--- config.mk ---
export PLATFORM = sky130hd
export DESIGN_NAME = alarm_fsm
export DESIGN_NICKNAME = d
export VERILOG_FILES = /design/src/rtl/alarm_fsm.sv
export SDC_FILE = /design/constraint.sdc
export NUM_CORES = 1
export LEC_CHECK = 0
export CAP_MARGIN = 20
export CELL_PAD_IN_SITES_DETAIL_PLACEMENT = 0
export CELL_PAD_IN_SITES_GLOBAL_PLACEMENT = 1
export CORE_MARGIN = 5
export CORE_UTILIZATION = 40
export CTS_CLUSTER_DIAMETER = 200
export DETAILED_ROUTE_END_ITERATION = 12
export PLACE_DENSITY_LB_ADDON = 0.1
export SETUP_SLACK_MARGIN = 0.4
export SLEW_MARGIN = 20
export SYNTH_ARGS = -nofsm -noshare
export SYNTH_HDL_FRONTEND = slang
export SYNTH_SLANG_ARGS = --single-unit
--- constraint.sdc ---
create_clock -name clk -period 2.4 [get_ports clk]
set_input_delay 0.36 -clock clk [delete_from_list [all_inputs] [get_ports clk]]
set_output_delay 0.36 -clock clk [all_outputs]
set_load 0.02 [all_outputs]
--- src/rtl/alarm_fsm.sv ---
// Intruder-alarm controller: exit/entry delays, zone latching and one-shot
// set/reset commands for an external siren JK latch.
module alarm_fsm #(
   parameter int EXIT_CYC  = 16,
   parameter int ENTRY_CYC = 8
) (
   input  logic       clk,
   input  logic       clear,
   input  logic       arm,
   input  logic       code_ok,
   input  logic [3:0] sensor,
   output logic       j,
   output logic       k,
   output logic [2:0] state,
   output logic       armed,
   output logic       beep,
   output logic [3:0] zone
);

   typedef enum logic [2:0] {
      S_DISARMED = 3'd0,
      S_EXIT     = 3'd1,
      S_ARMED    = 3'd2,
      S_ENTRY    = 3'd3,
      S_ALARM    = 3'd4
   } state_t;

   localparam logic [7:0] EXIT_LOAD  = 8'(EXIT_CYC - 1);
   localparam logic [7:0] ENTRY_LOAD = 8'(ENTRY_CYC - 1);

   state_t     state_q, state_d;
   logic [7:0] cnt_q, cnt_d;
   logic [3:0] zone_q, zone_d;
   logic       j_q, j_d;
   logic       k_q, k_d;
   logic [3:0] sync1_q, sync2_q;

   // Two-flop synchronizer; only sync2_q is ever seen by the FSM.
   always_ff @(posedge clk or posedge clear) begin
      if (clear) begin
         sync1_q <= 4'd0;
         sync2_q <= 4'd0;
      end else begin
         sync1_q <= sensor;
         sync2_q <= sync1_q;
      end
   end

   always_ff @(posedge clk or posedge clear) begin
      if (clear) begin
         state_q <= S_DISARMED;
         cnt_q   <= 8'd0;
         zone_q  <= 4'd0;
         j_q     <= 1'b0;
         k_q     <= 1'b0;
      end else begin
         state_q <= state_d;
         cnt_q   <= cnt_d;
         zone_q  <= zone_d;
         j_q     <= j_d;
         k_q     <= k_d;
      end
   end

   always_comb begin
      state_d = state_q;
      cnt_d   = cnt_q;
      zone_d  = zone_q;
      case (state_q)
         S_DISARMED: begin
            if (arm) begin
               state_d = S_EXIT;
               cnt_d   = EXIT_LOAD;
               zone_d  = 4'd0;
            end
         end
         S_EXIT: begin
            if (code_ok) begin
               state_d = S_DISARMED;
            end else if (cnt_q == 8'd0) begin
               state_d = S_ARMED;
            end else begin
               cnt_d = cnt_q - 8'd1;
            end
         end
         S_ARMED: begin
            if (code_ok) begin
               state_d = S_DISARMED;
            end else if (sync2_q != 4'd0) begin
               state_d = S_ENTRY;
               cnt_d   = ENTRY_LOAD;
               zone_d  = zone_q | sync2_q;
            end
         end
         S_ENTRY: begin
            if (code_ok) begin
               state_d = S_DISARMED;
            end else begin
               zone_d = zone_q | sync2_q;
               if (cnt_q == 8'd0) begin
                  state_d = S_ALARM;
               end else begin
                  cnt_d = cnt_q - 8'd1;
               end
            end
         end
         S_ALARM: begin
            if (code_ok) begin
               state_d = S_DISARMED;
            end else begin
               zone_d = zone_q | sync2_q;
            end
         end
         default: begin
            state_d = S_DISARMED;
            cnt_d   = 8'd0;
         end
      endcase
      // Siren commands fire only on the edges entering and leaving ALARM.
      j_d = (state_d == S_ALARM) && (state_q != S_ALARM);
      k_d = (state_d == S_DISARMED) && (state_q == S_ALARM);
   end

   assign state = state_q;
   assign armed = (state_q == S_ARMED) || (state_q == S_ENTRY);
   assign beep  = (state_q == S_EXIT) || (state_q == S_ENTRY);
   assign zone  = zone_q;
   assign j     = j_q;
   assign k     = k_q;

endmodule

run_1/clock_map.png
Scale: 10 px per µm.
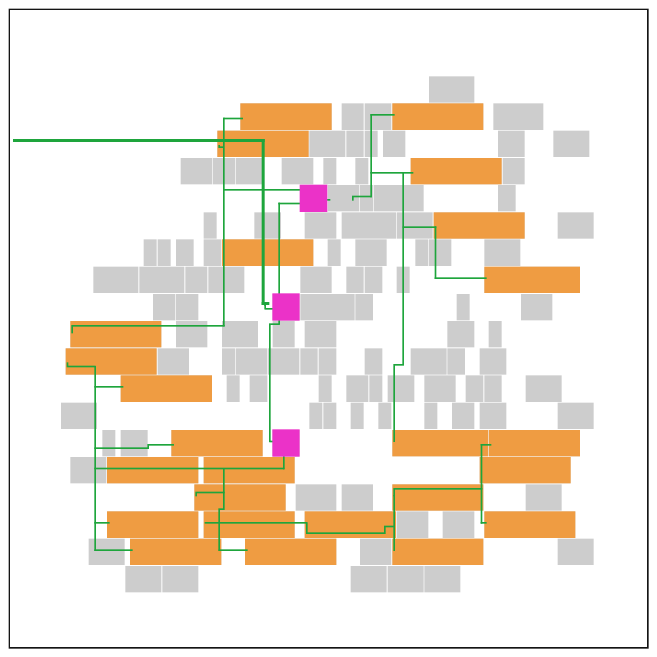
- orange: flip-flops (count 25)
- green: clock wires (length 296 µm)
- magenta: cells driving clock nets (count 3)
- routed clock nets: 4

run_1/registers.png
Scale: 8 px per µm. Other sequential cells in the stronger grey, the rest of the logic in the fainter grey.
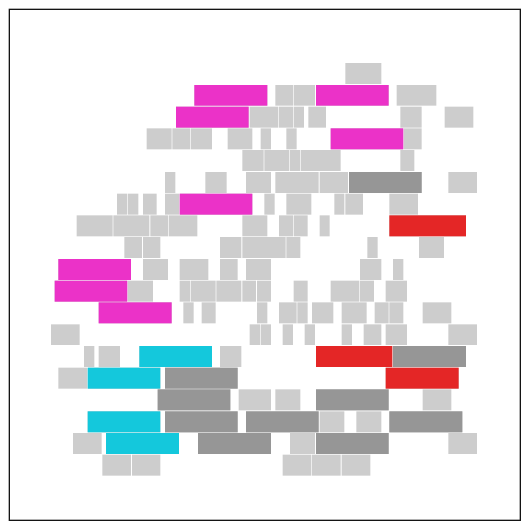
- red: state (placed flops 3)
- magenta: cnt_q (placed flops 8)
- cyan: sync1_q (placed flops 4; where lower left)
- not coloured: 10

==> out/qor.csv, run 1 <==
stage,metric,value,unit
synth,Synth Warn #,0,
synth,ys cells,106,
clock_tree,htree depth,1,
critical_path,Worst path max stage delay,500,ps
min_path,worst min path class,primary input to asynchronous set/reset pin,
timing,final setup fails,0,
power,Pleak,0.6484,nW
critical_path,CP Capture Type,flop,
synth,Gate Count Post-Synth,106,
clock_tree,clk sink count,25,
placement,PortBufs,18,
critical_path,CP startpoint kind,flop,
finish,Syn-to-layout area delta,24.30,%
timing,Tcrit/Tclk final,0.7922,
timing,final slew viol count,0,
critical_path,WP data required,2630,ps
timing,Final Hold Vio Count,0,
run,tool warnings,27,
drt,drt drc,0,
floorplan,row cnt,19,
finish,Nets,140,
power,Final Power,853.1,µW
global_routing,largest net degree at the start of global routing,26,
power,Max rail drop VDD,0.0004651,V
drt,drt via density,5.694,
floorplan,die area,4058,µm²
placement,half-perimeter wire length after placement,1791,µm
synth,"Cell Area, Synth",1154,µm²
critical_path,critical path class,flop to flop,
placement,Final Wtd Congestion,0.8020,
critical_path,R2R Setup Slk,500,ps
clock_tree,Late-Pin Clk Latency,320,ps
synth,ys flops,25,
clock_tree,TritonCTS clock tree,yes,
critical_path,reg2reg end,cnt_q[6],
floorplan,core area,2758,µm²
power,Cell Pwr Density,594.9,nW/µm²
timing,Worst Clk Skew,5.635,ps
timing,Fmax,0.5260,GHz
timing,Tmin final,1901,ps
floorplan,Die W,63.71,µm
critical_path,Reg2Reg Depth,6,
finish,share of cells above drive strength 1,0.1395,
floorplan,IO Count,19,
synth,synth top area cells,"dfrtp_1, a22o_1, inv_1, nand2_1, a21oi_1",
timing,unrepaired setup endpoints after global routing,false,
drt,drt pass-1 iters,4,
synth,syn avg cell area,10.88,µm²
clock_tree,Max Buffers Root-to-Sink,2,
floorplan,die span in y,63.71,µm
global_routing,first-pass GRT wire length,4195,µm
critical_path,Arrival @ worst endpoint,2130,ps
synth,Yosys cell types,40,
finish,Fill cells,266,
critical_path,Worst path slowest cell,or4b_4,
drt,Post-DRT Antenna Nets,0,
timing,worst slew pin tran,407.8,ps
synth,Max-area cell share,0.5423,
clock_tree,clk root buf,clkbuf_4,
global_routing,total grt overflow,0,
run_status,outcome,"finished, final reports clean",
floorplan,FP Core Util,0.4183,
global_routing,initial antenna violation count,0,
critical_path,crit-path cells,"inv_1, ha_1, or4b_4, o2111ai_2, nor2_1, a211o_1",
timing,Rel. slew slack,0.7281,
critical_path,Critical Path Sink,cnt_q[6],
timing,Setup TNS,0,ps
drt,DRT iter0 DRCs,38,
critical_path,CP max FO,5,
run,Max Cap Violations,0,
synth,sequential share of the synthesized area,0.5423,
synth,area reported by Yosys stat,1154,µm²
clock_tree,"CTS clk-pin slew, worst paths",150,ps
drt,Routed WL,2385,µm
finish,antenna cells,0,
critical_path,Setup crit start,cnt_q[0],
critical_path,RR Startpoint,cnt_q[0],
synth,Yosys top cell by area,dfrtp_1,
drt,Vias,911,
clock_tree,total CTS buffers,3,
synth,Post-Syn Nets,116,
global_routing,vias in the first global route,867,
run_1/final_congestion.png
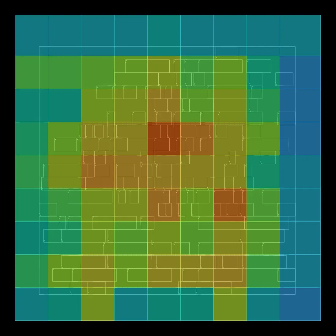
Total Routing Usage GR: 0.1302
Post-Route Utilization: 0.5200
DR WL/cell: 14.91 µm

run_1/cell_classes.png
Scale: 8 px per µm. Fill, decap, tap and diode cells in grey.
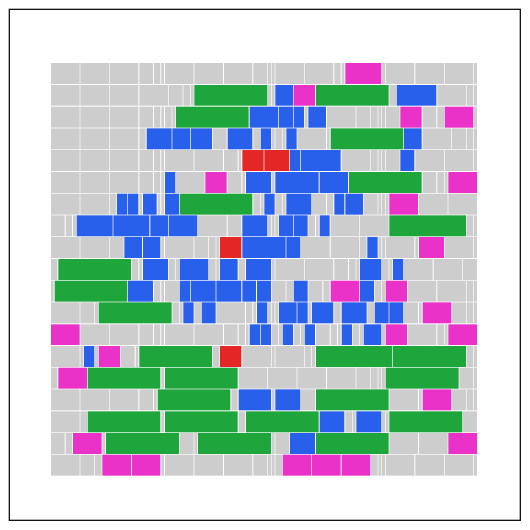
- magenta: other buffers and delay cells (cells 24; share of their area 16%)
- green: flip-flops (cells 25; share of their area 45%)
- red: clock drivers and dummy loads (cells 4; share of their area 2.2%)
- blue: all other logic (cells 76; share of their area 37%)

## run 1: cells in the mapped netlist
cell type,count
o311a_1,1
clkbuf_1,2
dfrtp_1,25
a22o_1,4
o21ai_0,3
a31o_1,1
nand2b_4,1
o2111ai_1,1
or4b_4,1
buf_4,1
nand3_1,2
a41oi_1,1
a211o_1,2
o311ai_0,1
nor2b_1,1
o22a_1,2
buf_2,2
nand2b_1,1
and3_1,2
o21a_1,1
and4_2,1
or3_1,2
o31ai_1,1
nor2_1,6
nand2_1,8
nor3b_1,1
a31oi_1,4
nor4_1,1
a21oi_1,5
a32oi_1,1
a21oi_2,1
ha_1,2
a32o_1,1
nor4b_1,1
a221o_1,1
inv_1,8
o2111ai_2,1
nor3_1,4
o41a_1,1
xnor2_1,1
## run 1: layout by cell type (no fill, tap or decap), types with 2 or more instances in the layout
cell type	count
dfrtp_1	23
clkdlybuf4s50_1	16
inv_1	8
nand2_1	8
nor2_1	6
buf_4	6
a21oi_1	5
nor3_1	4
a31oi_1	4
a22o_1	4
clkbuf_4	3
nand3_1	2
and3_1	2
or3_1	2
o2111ai_2	2
a211o_1	2
o21ai_0	2
o22a_1	2
ha_1	2
dfrtp_2	2
## run 1: critical path: cells and delay by family (launching register included)
family	cells	cell delay, ps
simple gates	2	580
fa+ha+maj	1	180
flops	1	450
buf+inv	1	90
compound gates	2	500
## run 1: cells by family after synthesis
family,count (synthesis),share of synthesized area
compound gates,33,0.2245
buf+inv,13,0.04773
xor+xnor,1,0.007594
fa+ha+maj,2,0.02169
flops,25,0.5423
simple gates,32,0.1562
## run 1: metal layers
metal,GRT usage,vias up,wire length (µm)
met3,0.02664,2,99
met1,0.1875,446,1205
met4,0.05455,0,16
li1,-,446,-
met2,0.1891,17,1063
met5,0,-,0
## run 1: through the flow
step / std cells / cell area, µm² / util / worst slack [ps] / hold WS, ps
after detailed placement: 154 / 1378 / 0.4995 / 409.1 / 335.5
after floorplan: 106 / 1154 / - / 666.3 / 331.2
after global routing: 160 / 1434 / 0.5200 / 416.1 / 381.9
after CTS: 160 / 1425 / 0.5168 / 416.9 / 358.2
after global placement: 154 / 1378 / 0.4995 / 434.7 / 332.6
final: 160 / 1434 / 0.5200 / 498.8 / 359.3
## run 1: area by class of cell
cell class              count  area [µm²]  area share
clock inverters             1       8.758    0.006108
clock buffers               3       22.52     0.01571
well taps                  31       38.79     0.02705
flip-flops and latches     25       628.1      0.4380
repair buffers             24       226.5      0.1579
multi-input cells          68       479.2      0.3342
inverters                   8       30.03     0.02094
## run 1: sequential cells by signal (all words and copies together) (netlist names)
register,count
cnt_q,8
j,1
k,1
state,3
sync1_q,4
sync2_q,4
zone,4
## run 1: where the power goes
group / switching (mW) / internal [mW]
clock network: 0.136 / 0.0679
logic: 0.0914 / 0.0743
registers: 0.0338 / 0.450
total: 0.261 / 0.592
## run 1: repair_timing
| action | in CTS | in global routing |
|---|---|---|
| gates resized | 3 | 3 |
| endpoints found under the setup margin | 2 | 3 |
| hold buffers | 0 | 0 |
| setup buffers | 2 | 0 |
| hold endpoints to repair | 0 | 0 |
--- run 2 (diff from run 1) ---
--- a/config.mk
+++ b/config.mk
@@ -9,7 +9,7 @@
 export CELL_PAD_IN_SITES_DETAIL_PLACEMENT = 0
 export CELL_PAD_IN_SITES_GLOBAL_PLACEMENT = 1
 export CORE_MARGIN = 5
-export CORE_UTILIZATION = 40
+export CORE_UTILIZATION = 36
 export CTS_CLUSTER_DIAMETER = 200
 export DETAILED_ROUTE_END_ITERATION = 12
 export PLACE_DENSITY_LB_ADDON = 0.1
==> constraint.sdc (replaced) <==
create_clock -name clk -period 1.7 [get_ports clk]
set_input_delay 0.255 -clock clk [delete_from_list [all_inputs] [get_ports clk]]
set_output_delay 0.255 -clock clk [all_outputs]
set_load 0.02 [all_outputs]
run_2/clock_map.png
Scale: 8 px per µm.
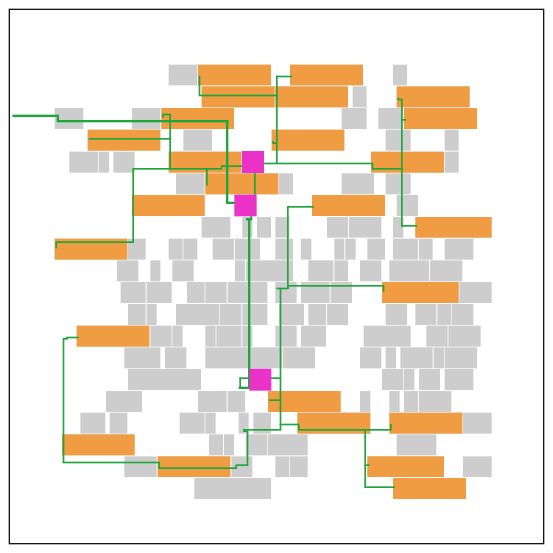
- magenta: cells driving clock nets (count 3)
- orange: flip-flops (count 25)
- green: clock wires (length 319 µm)
- routed clock nets: 4

run_2/cell_classes.png
Scale: 8 px per µm. Fill, decap, tap and diode cells in grey.
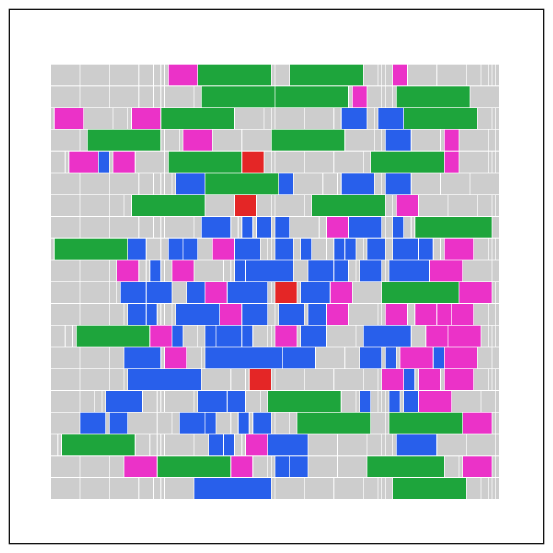
- green: flip-flops (cells 25; share of their area 39%)
- magenta: other buffers and delay cells (cells 42; share of their area 22%)
- blue: all other logic (cells 76; share of their area 38%)
- red: clock drivers and dummy loads (cells 4; share of their area 1.8%)

==> out/qor.csv, run 2 <==
stage,metric,value,unit,change
floorplan,FP Core Util,0.3779,,-0.04046
drt,Post-DRT Antenna Nets,0,,unchanged
drt,DRT iter0 DRCs,54,,+42%
clock_tree,"CTS clk-pin slew, worst paths",150,ps,about the same
placement,PortBufs,18,,unchanged
finish,Finished Cell Area,1679,µm²,+17%
run_status,failing checks,negative setup slack,,
finish,Biggest register,cnt_q,,
floorplan,IO Count,19,,unchanged
global_routing,Total Routing Usage GR,0.1383,,+0.008173
placement,DP Area,1499,µm²,+8.8%
synth,ys cells,106,,unchanged
synth,area reported by Yosys stat,1154,µm²,unchanged
drt,Vias,957,,+5.0%
synth,Post-Syn Nets,116,,unchanged
synth,Dominant flop cell,dfrtp_1,,
finish,Sequential Area,629.4,µm²,+0.20%
floorplan,Die W,66.61,µm,+4.6%
synth,ys flops,25,,unchanged
timing,final slew viol count,0,,unchanged
global_routing,vias in the first global route,954,,+10%
timing,Fmax,0.5748,GHz,+9.3%
clock_tree,clk root buf,clkbuf_4,,
synth,number of enable flip-flop cells,0,,unchanged
timing,Tmin final,1740,ps,-161.3 ps
synth,synth top area cells,"dfrtp_1, a22o_1, inv_1, nand2_1, a21oi_1",,
floorplan,row cnt,20,,+1
critical_path,critical path class,flop to flop,,
drt,Routed WL,2782,µm,+17%
timing,Rel. slew slack,0.7280,,about the same
finish,antenna cells,0,,unchanged
placement,half-perimeter wire length after placement,1982,µm,+11%
timing,final setup fails,5,,+5
drt,DR WL/cell,14.57,µm,-2.3%
timing,final worst setup slack,-39.89,ps,-538.7 ps
clock_tree,htree depth,1,,unchanged
clock_tree,Post-CTS Hold Fix Bufs,0,,unchanged
synth,Synth Warn #,0,,unchanged
run,tool warnings,30,,+11%
synth,syn avg cell area,10.88,µm²,unchanged
critical_path,CP Capture Type,flop,,
finish,Nets,158,,+13%
drt,drt pass-1 iters,4,,unchanged
clock_tree,TritonCTS clock tree,yes,,
synth,Async SR Flop Fraction,1.000,,unchanged
synth,Yosys top cell by instances,dfrtp_1,,
critical_path,CP max FO,4,,-1
finish,Fill cells,285,,+7.1%
power,Pleak,0.7420,nW,+14%
global_routing,initial antenna violation count,0,,unchanged
critical_path,CP startpoint kind,flop,,
synth,Max-area cell share,0.5423,,unchanged
finish,max reg flops,8,,unchanged
synth,Yosys top cell by area,dfrtp_1,,
drt,drt via density,5.010,,-12%
synth,sequential share of the synthesized area,0.5423,,unchanged
synth,Yosys cell types,40,,unchanged
run_status,outcome,"complete, but fails checks",,
power,Final Power,1.305,mW,+53%
global_routing,largest net degree at the start of global routing,26,,unchanged
[run 2: cell counts after synthesis]
Identical to the previous run, type by type.
[run 2: metal layers]
metal	track usage	part of all wire	vias to the layer above
met5	0	0	-
met4	0.04061	0.011	0
met3	0.02530	0.040	4
met2	0.2240	0.47	15
met1	0.1873	0.47	462
li1	-	-	476
[run 2: logic make-up after synthesis]
logic type | after synthesis | share of synthesized area
AND-OR/OR-AND | 33 | 0.2245
flip-flops | 25 | 0.5423
AND/OR/NAND/NOR | 32 | 0.1562
XOR/XNOR | 1 | 0.007594
adder cells (fa/ha/maj) | 2 | 0.02169
buffers and inverters | 13 | 0.04773
[run 2: power by group]
group / switching [mW] / internal [mW]
Clock: 0.191 / 0.0901
Combinational: 0.175 / 0.169
Sequential: 0.0450 / 0.636
Total: 0.411 / 0.894
[run 2: cell type report]
| type | count | share of cell area |
|---|---|---|
| sequential | 25 | 0.3748 |
| multi-input combinational | 68 | 0.3472 |
| timing repair buffer | 42 | 0.2094 |
| tap | 44 | 0.03279 |
| inverter | 8 | 0.01788 |
| clock buffer | 3 | 0.01341 |
| clock inverter | 1 | 0.004471 |
[run 2: path summary, 6_finish.rpt]
check,from,depth (start not counted),slack (ps),to
setup / recovery,cnt_q[1],6,-40,cnt_q[5]
setup reg to reg,cnt_q[1],6,-40,cnt_q[5]
max in group asynchronous,clear,3,1200,state[1]
hold / removal,clear,3,240,cnt_q[1]
min in group clk,sensor[0],1,350,sync1_q[0]
hold reg to reg,sync1_q[3],0,370,sync2_q[3]
[run 2: repair_timing]
| item | 4_1_cts | 5_1_grt |
|---|---|---|
| resized | 56 | 9 |
| hold endpoints to repair | 0 | 0 |
| pin swaps | 9 | 4 |
| setup endpoints to repair | 27 | 26 |
| setup buffers | 8 | 2 |
[run 2: critical path, cell delays in order, from the launching register on]
cell	delay (ps)
dfrtp_1	420
inv_2	80
ha_4	120
or4b_4	510
o2111ai_4	220
nor3b_2	70
a211o_1	220
[run 2: through the flow]
| stage | hold WS [ps] | setup WS, ps | TNS (ps) | instances |
|---|---|---|---|---|
| after global placement | 332.9 | -26.28 | -61.02 | 177 |
| after detailed placement | 338.6 | -74.26 | -364.6 | 177 |
| after floorplan | 282.1 | -20.68 | -25.15 | 106 |
| after global routing | 276.9 | -135.0 | -648.7 | 191 |
| final | 242.7 | -39.89 | -131.8 | 191 |
| after CTS | 257.9 | -47.07 | -174.2 | 189 |
--- run 3 (diff from run 2) ---
--- a/config.mk
+++ b/config.mk
@@ -8,6 +8,7 @@
 export CAP_MARGIN = 20
 export CELL_PAD_IN_SITES_DETAIL_PLACEMENT = 0
 export CELL_PAD_IN_SITES_GLOBAL_PLACEMENT = 1
+export CORE_ASPECT_RATIO = 0.75
 export CORE_MARGIN = 5
 export CORE_UTILIZATION = 36
 export CTS_CLUSTER_DIAMETER = 200
run_3/final_congestion.png
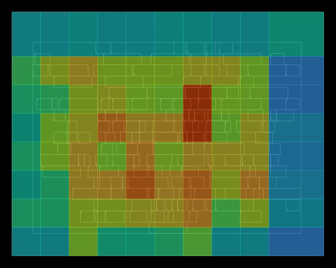
Post-Route Utilization: 0.5870
DR WL/cell: 15.64 µm

run_3/cell_classes.png
Scale: 6 px per µm. Fill, decap, tap and diode cells in grey.
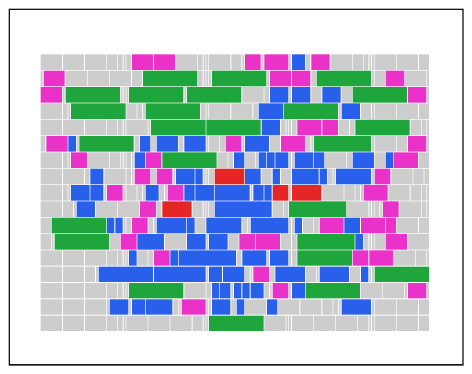
- blue: all other logic (cells 76; share of their area 38%)
- green: flip-flops (cells 25; share of their area 37%)
- magenta: other buffers and delay cells (cells 43; share of their area 22%)
- red: clock drivers and dummy loads (cells 4; share of their area 2.8%)
Finished Cell Area: 1760 µm²
core area: 2999 µm²

==> out/qor.csv, run 3 <==
stage,metric,value,unit,change
run_status,outcome,"complete, but fails checks",,
run_status,failing checks,negative setup slack,,
synth,ys cells,106,,unchanged
floorplan,IO Count,19,,unchanged
synth,area reported by Yosys stat,1154,µm²,unchanged
synth,number of enable flip-flop cells,0,,unchanged
synth,synth top area cells,"dfrtp_1, a22o_1, inv_1, nand2_1, a21oi_1",,
timing,Tmin final,1759,ps,+18.85 ps
critical_path,Worst path max stage delay,520,ps,about the same
power,Seq pwr share,0.487,,-0.034
global_routing,initial antenna violation count,0,,unchanged
synth,ys flops,25,,unchanged
drt,Highest Signal Layer,met4,,
critical_path,reg2reg end,cnt_q[5],,
critical_path,Worst Path Buf+Inv,1,,unchanged
drt,Routed WL,2909,µm,+4.6%
timing,Fmax,0.5686,GHz,-1.1%
clock_tree,htree depth,1,,unchanged
critical_path,crit-path cells,"inv_2, ha_4, or4b_4, o2111ai_4, nor3b_2, a211o_1",,
clock_tree,Post-CTS Hold Fix Bufs,0,,unchanged
global_routing,vias in the first global route,965,,+1.2%
timing,final setup fails,5,,unchanged
run,tool warnings,30,,unchanged
placement,PortBufs,18,,unchanged
floorplan,row cnt,17,,-15%
critical_path,CP Capture Type,flop,,
drt,Post-DRT Antenna Nets,0,,unchanged
synth,Async SR Flop Fraction,1.000,,unchanged
drt,drt via density,5.323,,+6.2%
synth,sequential share of the synthesized area,0.5423,,unchanged
drt,drt pass-1 iters,4,,unchanged
power,Final Power,1.401,mW,+7.4%
critical_path,CP startpoint kind,flop,,
synth,Synth Warn #,0,,unchanged
power,Power Internal,974.0,µW,+8.9%
global_routing,largest net degree at the start of global routing,26,,unchanged
finish,antenna cells,0,,unchanged
drt,metal2 WL,1306,µm,-1.1%
power,clock share of power,0.255,,+0.040
critical_path,R2R Setup Slk,-60,ps,-20 ps
finish,Nets,159,,+0.63%
finish,Fill cells,258,,-9.5%
synth,Yosys cell types,40,,unchanged
timing,final worst setup slack,-58.73,ps,-18.85 ps
global_routing,Total Routing Usage GR,0.1384,,about the same
critical_path,Setup crit start,cnt_q[1],,
placement,Setup WS pre-CTS,-68.66,ps,+5.594 ps
synth,Max-area cell share,0.5423,,unchanged
synth,syn avg cell area,10.88,µm²,unchanged
power,Sw Pwr,427.3,µW,+4.0%
synth,Yosys top cell by area,dfrtp_1,,
placement,half-perimeter wire length after placement,2002,µm,+1.0%
synth,Post-Syn Nets,116,,unchanged
clock_tree,clk root buf,clkbuf_8,,
run 3: cell types whose count changed in the layout (fill, tap and decap cells not counted), moves of 3 or more:
cell	before	now
dlygate4sd2_1	0	6
clkbuf_4	3	0
buf_6	7	10
clkbuf_2	4	0
clkbuf_8	0	3
run 3: what timing repair did:
item / CTS / global route
pin swaps: 12 / 8
endpoints found under the setup margin: 27 / 21
gates resized: 49 / 18
gates cloned: 0 / 0
buffers inserted: 3 / 6
run 3: per-layer routing:
metal,vias up,GRT usage
met2,27,0.2066
met1,477,0.2049
met4,0,0.02244
li1,484,-
met3,2,0.03559
met5,-,0
run 3: logic make-up after synthesis:
family	count (synthesis)	share of synthesized area
fa+ha+maj	2	0.02169
xor+xnor	1	0.007594
buf+inv	13	0.04773
simple gates	32	0.1562
flops	25	0.5423
compound gates	33	0.2245
run 3: worst max path at each step:
stage	endpoint	slack (ps)	depth (start not counted)
floorplan	cnt_q[6]	-20	6
global placement	cnt_q[6]	-30	6
detailed placement	cnt_q[2]	-70	6
CTS	cnt_q[5]	-40	6
global route	cnt_q[6]	-120	6
finish	cnt_q[5]	-60	6
run 3: worst min-delay path: cells and delay by family:
kind     cells  cell delay, ps
buf+inv      3             750
run 3: power groups by stage:
stage	sequential (mW)	clock (mW)	combinational, mW
2_1_floorplan	0.692	0	0.166
3_3_place_gp	0.685	0	0.305
3_5_place_dp	0.685	0	0.309
4_1_cts	0.681	0.367	0.334
5_1_grt	0.688	0.396	0.395
6_report	0.682	0.357	0.362
run 3: final cells by class:
cell class | instances | area, µm² | area share
Sequential cell | 25 | 629.4 | 0.3575
Clock buffer | 3 | 41.29 | 0.02345
Multi-Input combinational cell | 68 | 619.3 | 0.3518
Tap cell | 38 | 47.55 | 0.02701
Timing Repair Buffer | 43 | 382.9 | 0.2175
Clock inverter | 1 | 7.507 | 0.004264
Inverter | 8 | 32.53 | 0.01848
run 3: stage by stage:
stage | cell area [µm²] | std cells | TNS (ps)
6_report | 1760 | 186 | -128.2
5_1_grt | 1760 | 186 | -642.2
4_1_cts | 1658 | 180 | -111.9
3_5_place_dp | 1506 | 173 | -299.4
3_3_place_gp | 1506 | 173 | -67.27
2_1_floorplan | 1200 | 106 | -25.15
No activity file was given, so power comes from the tool's default toggle rates.
